<file path="src/rtl/hbus_arbiter_if.sv">
// Requester-side and HyperBus-controller-side signals of hbus_arbiter.
// slave is the arbiter's view; master is the view of whatever drives requests and the controller.
interface hbus_arbiter_if #(
    parameter int unsigned ADDR_LENGTH = 32,
    parameter int unsigned DW          = 16,
    parameter int unsigned LEN_W       = 8
);
    logic [1:0]             req;
    logic [1:0]             we;
    logic [1:0]             reg_space;
    logic [ADDR_LENGTH-1:0] adr0;
    logic [ADDR_LENGTH-1:0] adr1;
    logic [LEN_W-1:0]       len0;
    logic [LEN_W-1:0]       len1;
    logic [DW-1:0]          wdat0;
    logic [DW-1:0]          wdat1;
    logic [1:0]             wready;
    logic [DW-1:0]          rdat;
    logic [1:0]             rvalid;
    logic [1:0]             done;
    logic [1:0]             gnt;
    logic                   err;

    logic [ADDR_LENGTH-1:0] hb_adr;
    logic [DW-1:0]          hb_dat_o;
    logic                   hb_wrq;
    logic                   hb_rrq;
    logic                   hb_reg_space;
    logic                   hb_ready;
    logic                   hb_valid;
    logic                   hb_busy;
    logic                   hb_error;
    logic [DW-1:0]          hb_dat_i;

    modport slave (
        input  req, we, reg_space, adr0, adr1, len0, len1, wdat0, wdat1,
        input  hb_ready, hb_valid, hb_busy, hb_error, hb_dat_i,
        output wready, rdat, rvalid, done, gnt, err,
        output hb_adr, hb_dat_o, hb_wrq, hb_rrq, hb_reg_space
    );

    modport master (
        output req, we, reg_space, adr0, adr1, len0, len1, wdat0, wdat1,
        output hb_ready, hb_valid, hb_busy, hb_error, hb_dat_i,
        input  wready, rdat, rvalid, done, gnt, err,
        input  hb_adr, hb_dat_o, hb_wrq, hb_rrq, hb_reg_space
    );
endinterface

</file>
<file path="src/rtl/hbus_arbiter.sv">
// Round-robin two-port arbiter in front of the HyperBus controller; splits bursts into
// segments of at most MAX_BURST words and watches the controller for errors and stalls.
module hbus_arbiter #(
    parameter int unsigned ADDR_LENGTH = 32,
    parameter int unsigned DW          = 16,
    parameter int unsigned LEN_W       = 8,
    parameter int unsigned MAX_BURST   = 64,
    parameter int unsigned TIMEOUT     = 255
) (
    input logic           clk90,
    input logic           rst,
    hbus_arbiter_if.slave bus
);
    localparam int unsigned SegW = $clog2(MAX_BURST);
    localparam int unsigned WdW  = $clog2(TIMEOUT + 1);

    typedef enum logic [4:0] {
        StIdle    = 5'b00001,
        StIssue   = 5'b00010,
        StXfer    = 5'b00100,
        StRelease = 5'b01000,
        StError   = 5'b10000
    } state_e;

    state_e                 r_state, w_state_nxt;
    logic [1:0]             r_gnt, w_gnt_nxt;
    logic [1:0]             r_done, w_done_nxt;
    logic                   r_owner, w_owner_nxt;
    logic                   r_last, w_last_nxt;
    logic                   r_we, w_we_nxt;
    logic                   r_reg, w_reg_nxt;
    logic                   r_err, w_err_nxt;
    logic                   r_wrq, w_wrq_nxt;
    logic                   r_rrq, w_rrq_nxt;
    logic [ADDR_LENGTH-1:0] r_adr, w_adr_nxt;
    logic [LEN_W-1:0]       r_rem, w_rem_nxt;
    logic [SegW-1:0]        r_seg, w_seg_nxt;
    logic [WdW-1:0]         r_wdog, w_wdog_nxt;

    logic                   w_pick;
    logic [1:0]             w_win;
    logic [ADDR_LENGTH-1:0] w_sel_adr;
    logic [LEN_W-1:0]       w_sel_len;
    logic                   w_beat;
    logic                   w_seg_end;
    logic                   w_xfer;

    // With both requesting, the port that did not finish last wins.
    assign w_pick    = (bus.req == 2'b11) ? ~r_last : bus.req[1];
    assign w_win     = w_pick ? 2'b10 : 2'b01;
    assign w_sel_adr = w_pick ? bus.adr1 : bus.adr0;
    assign w_sel_len = w_pick ? bus.len1 : bus.len0;
    assign w_beat    = r_we ? bus.hb_ready : bus.hb_valid;
    assign w_seg_end = (r_rem == LEN_W'(1)) || (r_seg == SegW'(MAX_BURST - 1));
    assign w_xfer    = (r_state == StXfer);

    always_comb begin
        w_state_nxt = r_state;
        w_gnt_nxt   = r_gnt;
        w_done_nxt  = 2'b00;
        w_owner_nxt = r_owner;
        w_last_nxt  = r_last;
        w_we_nxt    = r_we;
        w_reg_nxt   = r_reg;
        w_err_nxt   = r_err;
        w_wrq_nxt   = r_wrq;
        w_rrq_nxt   = r_rrq;
        w_adr_nxt   = r_adr;
        w_rem_nxt   = r_rem;
        w_seg_nxt   = r_seg;
        w_wdog_nxt  = r_wdog;

        unique case (r_state)
            StIdle: begin
                w_gnt_nxt = 2'b00;
                // No arbitration in the done cycle, so the finishing requester can drop req.
                if (bus.req != 2'b00 && r_done == 2'b00) begin
                    w_gnt_nxt   = w_win;
                    w_owner_nxt = w_pick;
                    w_we_nxt    = bus.we[w_pick];
                    w_reg_nxt   = bus.reg_space[w_pick];
                    w_adr_nxt   = w_sel_adr;
                    w_rem_nxt   = w_sel_len;
                    w_seg_nxt   = '0;
                    if (w_sel_len == '0) begin
                        w_done_nxt = w_win;
                        w_last_nxt = w_pick;
                    end else begin
                        w_state_nxt = StIssue;
                    end
                end
            end
            StIssue: begin
                if (!bus.hb_busy) begin
                    w_wrq_nxt   = r_we;
                    w_rrq_nxt   = ~r_we;
                    w_wdog_nxt  = '0;
                    w_state_nxt = StXfer;
                end
            end
            StXfer: begin
                if (w_beat) begin
                    w_rem_nxt  = r_rem - LEN_W'(1);
                    w_seg_nxt  = r_seg + SegW'(1);
                    w_wdog_nxt = '0;
                    if (w_seg_end) begin
                        w_wrq_nxt   = 1'b0;
                        w_rrq_nxt   = 1'b0;
                        w_state_nxt = StRelease;
                    end
                end else if (r_wdog == WdW'(TIMEOUT - 1)) begin
                    w_state_nxt = StError;
                end else begin
                    w_wdog_nxt = r_wdog + WdW'(1);
                end
            end
            StRelease: begin
                if (!bus.hb_busy) begin
                    if (r_rem != '0) begin
                        w_adr_nxt   = r_adr + ADDR_LENGTH'(MAX_BURST);
                        w_seg_nxt   = '0;
                        w_state_nxt = StIssue;
                    end else begin
                        w_done_nxt  = r_gnt;
                        w_last_nxt  = r_owner;
                        w_gnt_nxt   = 2'b00;
                        w_state_nxt = StIdle;
                    end
                end
            end
            StError: begin
            end
            default: w_state_nxt = StError;
        endcase

        if (bus.hb_error || w_state_nxt == StError) begin
            w_state_nxt = StError;
            w_gnt_nxt   = 2'b00;
            w_done_nxt  = 2'b00;
            w_wrq_nxt   = 1'b0;
            w_rrq_nxt   = 1'b0;
            w_err_nxt   = 1'b1;
        end
    end

    always_ff @(posedge clk90 or posedge rst) begin
        if (rst) begin
            r_state <= StIdle;
            r_gnt   <= 2'b00;
            r_done  <= 2'b00;
            r_owner <= 1'b0;
            r_last  <= 1'b1;
            r_we    <= 1'b0;
            r_reg   <= 1'b0;
            r_err   <= 1'b0;
            r_wrq   <= 1'b0;
            r_rrq   <= 1'b0;
            r_adr   <= '0;
            r_rem   <= '0;
            r_seg   <= '0;
            r_wdog  <= '0;
        end else begin
            r_state <= w_state_nxt;
            r_gnt   <= w_gnt_nxt;
            r_done  <= w_done_nxt;
            r_owner <= w_owner_nxt;
            r_last  <= w_last_nxt;
            r_we    <= w_we_nxt;
            r_reg   <= w_reg_nxt;
            r_err   <= w_err_nxt;
            r_wrq   <= w_wrq_nxt;
            r_rrq   <= w_rrq_nxt;
            r_adr   <= w_adr_nxt;
            r_rem   <= w_rem_nxt;
            r_seg   <= w_seg_nxt;
            r_wdog  <= w_wdog_nxt;
        end
    end

    assign bus.wready       = (w_xfer && r_we && bus.hb_ready) ? r_gnt : 2'b00;
    assign bus.rvalid       = (w_xfer && !r_we && bus.hb_valid) ? r_gnt : 2'b00;
    assign bus.rdat         = bus.hb_dat_i;
    assign bus.hb_dat_o     = r_owner ? bus.wdat1 : bus.wdat0;
    assign bus.done         = r_done;
    assign bus.gnt          = r_gnt;
    assign bus.err          = r_err;
    assign bus.hb_adr       = r_adr;
    assign bus.hb_wrq       = r_wrq;
    assign bus.hb_rrq       = r_rrq;
    assign bus.hb_reg_space = r_reg;
endmodule

</file>
<file path="src/flat_wrapper.sv">
// flat-port wrapper written by rule: the top's interface ports become plain ports
module hbus_arbiter_flat 
#(
    parameter int unsigned ADDR_LENGTH = 32,
    parameter int unsigned DW          = 16,
    parameter int unsigned LEN_W       = 8,
    parameter int unsigned MAX_BURST   = 64,
    parameter int unsigned TIMEOUT     = 255
)
  (clk90, rst, bus_req, bus_we, bus_reg_space, bus_adr0, bus_adr1, bus_len0, bus_len1, bus_wdat0, bus_wdat1, bus_hb_ready, bus_hb_valid, bus_hb_busy, bus_hb_error, bus_hb_dat_i, bus_wready, bus_rdat, bus_rvalid, bus_done, bus_gnt, bus_err, bus_hb_adr, bus_hb_dat_o, bus_hb_wrq, bus_hb_rrq, bus_hb_reg_space);
  hbus_arbiter_if #(.ADDR_LENGTH(ADDR_LENGTH), .DW(DW), .LEN_W(LEN_W)) bus_i ();
  input logic clk90;
  input logic rst;
  input wire logic [$bits(bus_i.req)-1:0] bus_req;
  input wire logic [$bits(bus_i.we)-1:0] bus_we;
  input wire logic [$bits(bus_i.reg_space)-1:0] bus_reg_space;
  input wire logic [$bits(bus_i.adr0)-1:0] bus_adr0;
  input wire logic [$bits(bus_i.adr1)-1:0] bus_adr1;
  input wire logic [$bits(bus_i.len0)-1:0] bus_len0;
  input wire logic [$bits(bus_i.len1)-1:0] bus_len1;
  input wire logic [$bits(bus_i.wdat0)-1:0] bus_wdat0;
  input wire logic [$bits(bus_i.wdat1)-1:0] bus_wdat1;
  input wire logic [$bits(bus_i.hb_ready)-1:0] bus_hb_ready;
  input wire logic [$bits(bus_i.hb_valid)-1:0] bus_hb_valid;
  input wire logic [$bits(bus_i.hb_busy)-1:0] bus_hb_busy;
  input wire logic [$bits(bus_i.hb_error)-1:0] bus_hb_error;
  input wire logic [$bits(bus_i.hb_dat_i)-1:0] bus_hb_dat_i;
  output wire logic [$bits(bus_i.wready)-1:0] bus_wready;
  output wire logic [$bits(bus_i.rdat)-1:0] bus_rdat;
  output wire logic [$bits(bus_i.rvalid)-1:0] bus_rvalid;
  output wire logic [$bits(bus_i.done)-1:0] bus_done;
  output wire logic [$bits(bus_i.gnt)-1:0] bus_gnt;
  output wire logic [$bits(bus_i.err)-1:0] bus_err;
  output wire logic [$bits(bus_i.hb_adr)-1:0] bus_hb_adr;
  output wire logic [$bits(bus_i.hb_dat_o)-1:0] bus_hb_dat_o;
  output wire logic [$bits(bus_i.hb_wrq)-1:0] bus_hb_wrq;
  output wire logic [$bits(bus_i.hb_rrq)-1:0] bus_hb_rrq;
  output wire logic [$bits(bus_i.hb_reg_space)-1:0] bus_hb_reg_space;
  assign bus_i.req = bus_req;
  assign bus_i.we = bus_we;
  assign bus_i.reg_space = bus_reg_space;
  assign bus_i.adr0 = bus_adr0;
  assign bus_i.adr1 = bus_adr1;
  assign bus_i.len0 = bus_len0;
  assign bus_i.len1 = bus_len1;
  assign bus_i.wdat0 = bus_wdat0;
  assign bus_i.wdat1 = bus_wdat1;
  assign bus_i.hb_ready = bus_hb_ready;
  assign bus_i.hb_valid = bus_hb_valid;
  assign bus_i.hb_busy = bus_hb_busy;
  assign bus_i.hb_error = bus_hb_error;
  assign bus_i.hb_dat_i = bus_hb_dat_i;
  assign bus_wready = bus_i.wready;
  assign bus_rdat = bus_i.rdat;
  assign bus_rvalid = bus_i.rvalid;
  assign bus_done = bus_i.done;
  assign bus_gnt = bus_i.gnt;
  assign bus_err = bus_i.err;
  assign bus_hb_adr = bus_i.hb_adr;
  assign bus_hb_dat_o = bus_i.hb_dat_o;
  assign bus_hb_wrq = bus_i.hb_wrq;
  assign bus_hb_rrq = bus_i.hb_rrq;
  assign bus_hb_reg_space = bus_i.hb_reg_space;
  hbus_arbiter #(.ADDR_LENGTH(ADDR_LENGTH), .DW(DW), .LEN_W(LEN_W), .MAX_BURST(MAX_BURST), .TIMEOUT(TIMEOUT)) u_core (.clk90(clk90), .rst(rst), .bus(bus_i));
endmodule
</file>
<file path="config.mk">
export PLATFORM = sky130hd
export DESIGN_NAME = hbus_arbiter_flat
export DESIGN_NICKNAME = d
export VERILOG_FILES = /design/src/rtl/hbus_arbiter_if.sv /design/src/rtl/hbus_arbiter.sv /design/src/flat_wrapper.sv
export SDC_FILE = /design/constraint.sdc
export NUM_CORES = 1
export LEC_CHECK = 0
export CAP_MARGIN = 20
export CORE_MARGIN = 3
export CORE_UTILIZATION = 40
export DETAILED_ROUTE_END_ITERATION = 8
export PLACE_DENSITY = 0.87
export SLEW_MARGIN = 20
export SYNTH_ARGS = -nofsm -noshare
export SYNTH_HDL_FRONTEND = slang
export SYNTH_SLANG_ARGS = --single-unit
export TNS_END_PERCENT = 30
</file>
<file path="constraint.sdc">
create_clock -name clk90 -period 4 [get_ports clk90]
set_input_delay 0.4 -clock clk90 [delete_from_list [all_inputs] [get_ports clk90]]
set_output_delay 0.4 -clock clk90 [all_outputs]
set_load 0.02 [all_outputs]
</file>
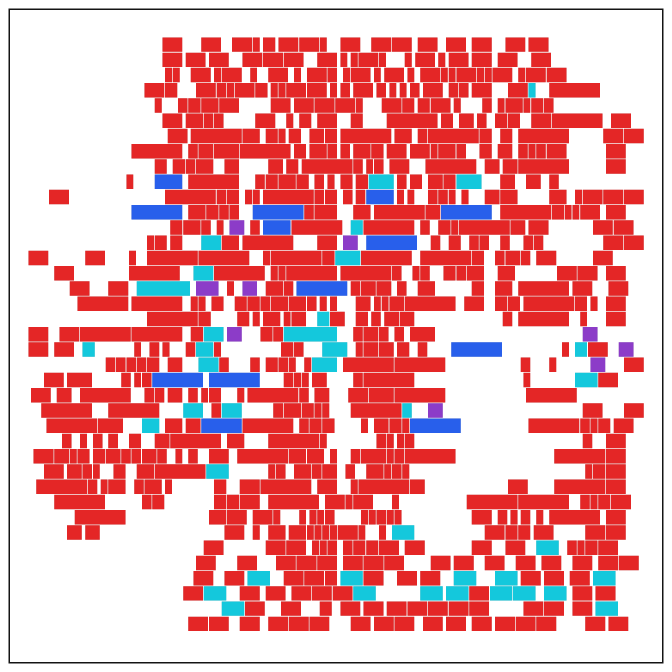
Fig. 1. Sizing map.
legend:
  drive 3 to 4:
    colour: purple
    cells: 9
    share: 1.2%
  drive 2:
    colour: cyan
    cells: 39
    share: 5.3%
  drive 6 and up:
    colour: blue
    cells: 13
    share: 1.8%
  drive 1 or less:
    colour: red
    cells: 674
    share: 92%

==> ci_impl_report.md <==
### Metrics collected by this job

| Metric | Value |
|---|---|
| IO Port Bufs | `183` |
| Post-cts resize count | `0` |
| Worst hold path type | `in2async` |
| Post-synthesis register bit count | `70` |
| Syn Std Cell Area | `4870 µm²` |
| Switch Pwr | `0.4703 mW` |
| Max-Cap Viols | `0` |
| Yosys cell count | `581` |
| Final HPWL DP | `12.12 mm` |
| RePlAce Congestion | `0.8995` |
| Synthesis area per yosys | `4870 µm²` |
| Syn Nets | `727` |
| Post-synth ARST share | `1.000` |
| WL/cell | `18.57 µm` |
| Simple Share, Synth | `0.2587` |
| Vias post-DR | `5297` |
| Top Consumer | `registers` |
| RSZ-0062 raised after global routing | `no` |
| Synthesis-to-finish area growth | `42.86%` |
| CTS H-tree depth | `3` |
| Critical path startpoint category | `register` |
| Synth area leaders | `dfrtp_1, nand2_1, mux2_2` |
| DR DRC count | `0` |
| Core area | `11660 µm²` |
| CTS tree | `built` |
| Critical path class | `reg2reg` |
| Ant diodes | `0` |
| Post-CTS setup repair buffer count | `0` |
| Setup TNS | `0 ps` |
| Post-synth mux share | `0.06629` |
| Critical path cell sequence | `inv_1, ha_1, nor3b_1, a21oi_1, o22ai_2, or2_1, a221oi_1` |
| Worst Setup SP | `u_core.r_rem[0]` |
| CP Data Arrival Time | `3180 ps` |
| Synth unique cells | `64` |
| Leakage power | `2.798 nW` |
| OpenROAD warning count | `28` |
| Iteration-0 DRC count of the detailed router | `554` |
| Top cell excl fill/tap | `clkdlybuf4s50_1` |
| Clock latency on the worst-skew pair | `330 ps` |
| Worst r2r src | `u_core.r_rem[0]` |
| Post-detailed-routing wire length | `16.30 mm` |
| Total CTS buffers | `9` |
| Seq group | `0.769 mW` |
| FA/HA/MAJ Cells, Area Fraction | `0.01542` |
| Power Total | `1.879 mW` |
| Main logic family | `simple AND/OR/NAND/NOR gates` |
| Final setup viols | `0` |
| Grt ovf | `0` |
| Antenna violations before repair | `0` |
| Fin crit period | `3005 ps` |
| Register share of total power | `0.409` |
| Post-Syn Area per Cell | `8.382 µm²` |
| Worst r2r dst | `u_core.bus.hb_adr[29]` |
| Clock share of power | `0.395` |
| Fraction of layout cells with a size suffix above 1 | `0.08299` |
| Top cell area share | `0.3494` |
| Fp_density | `0.4176` |
| Die Footprint | `13530 µm²` |
| Status | `finished clean` |
| Worst path max stage delay | `690 ps` |
| Commonest flop | `dfrtp_1` |
| Max Clock Skew | `7.336 ps` |
| ANT nets after route | `0` |
| # clock sinks | `70` |
| Utilization after layout | `0.5965` |
| Hold_ws | `389.1 ps` |
| Slew headroom | `0.3945` |
| Hold Vio Cnt, Final | `0` |
| Clk slew on worst S/H paths | `60 ps` |
| Fillers | `1001` |
| Switching share of power | `0.2503` |
| CTS root buf | `clkbuf_16` |
| DRT Pass-1 Iters | `6` |
| Clk pwr | `0.742 mW` |
| Post-synth EDFFs | `0` |
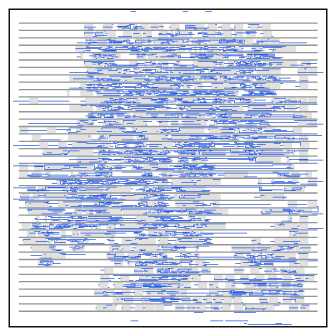
Fig. 2. M1 wires.
Supply wires on this layer in grey. Cells faint in the background.
nets with wire on the layer: 770
wire length on this layer: 6660 µm
main direction: horizontal
share of all routed wire: 41%
longest straight run: 42.3 µm

-- worst max-delay path by stage --
stage	depth (start not counted)	end
finish	7	u_core.bus.hb_adr[29]
global route	7	u_core.bus.hb_adr[29]
CTS	7	u_core.bus.hb_adr[29]
detailed placement	6	u_core.bus.hb_adr[29]
global placement	6	u_core.bus.hb_adr[29]
floorplan	1	u_core.bus.done[0]
-- critical path, delay by kind of cell (launching register included) --
kind | cells | cell delay [ps]
compound gates | 3 | 1030
fa+ha+maj | 1 | 180
buf+inv | 1 | 100
flops | 1 | 420
simple gates | 2 | 1110
-- layout make-up --
class                           instances  area (µm²)  area share
Tap cell                              143       178.9     0.02572
Clock buffer                           13       270.3     0.03885
Sequential cell                        70        1754      0.2522
Multi-Input combinational cell        451        2823      0.4058
Timing Repair Buffer                  191        1892      0.2719
Inverter                                9       33.78    0.004856
Clock inverter                          1       5.005   0.0007194
-- flip-flops by register name, summed over array words and instances, names as in the netlist --
name                     cells
u_core.bus.hb_wrq            1
u_core.r_wdog                8
u_core.bus.hb_reg_space      1
u_core.bus.hb_adr           32
u_core.r_state               5
u_core.r_we                  1
u_core.bus.done              2
u_core.r_rem                 8
u_core.r_owner               1
u_core.bus.gnt               2
u_core.r_last                1
u_core.r_seg                 6
u_core.bus.err               1
u_core.bus.hb_rrq            1
-- stage by stage --
stage | std cells | instance area [µm²] | setup slack [ps]
floorplan | 581 | 4870 | 1835
global route | 878 | 6957 | 788.1
global placement | 864 | 6681 | 1165
detailed placement | 864 | 6681 | 1074
CTS | 878 | 6957 | 1103
finish | 878 | 6957 | 995.1
-- routing by layer --
layer,vias to the layer above,track usage,wire [µm]
met1,2520,0.3081,6664
met3,28,0.03472,1169
li1,2476,-,-
met5,-,0,0
met2,273,0.3989,8189
met4,0,0.06342,281
Power figures rest on the tool's default switching activity, not on a simulated workload.
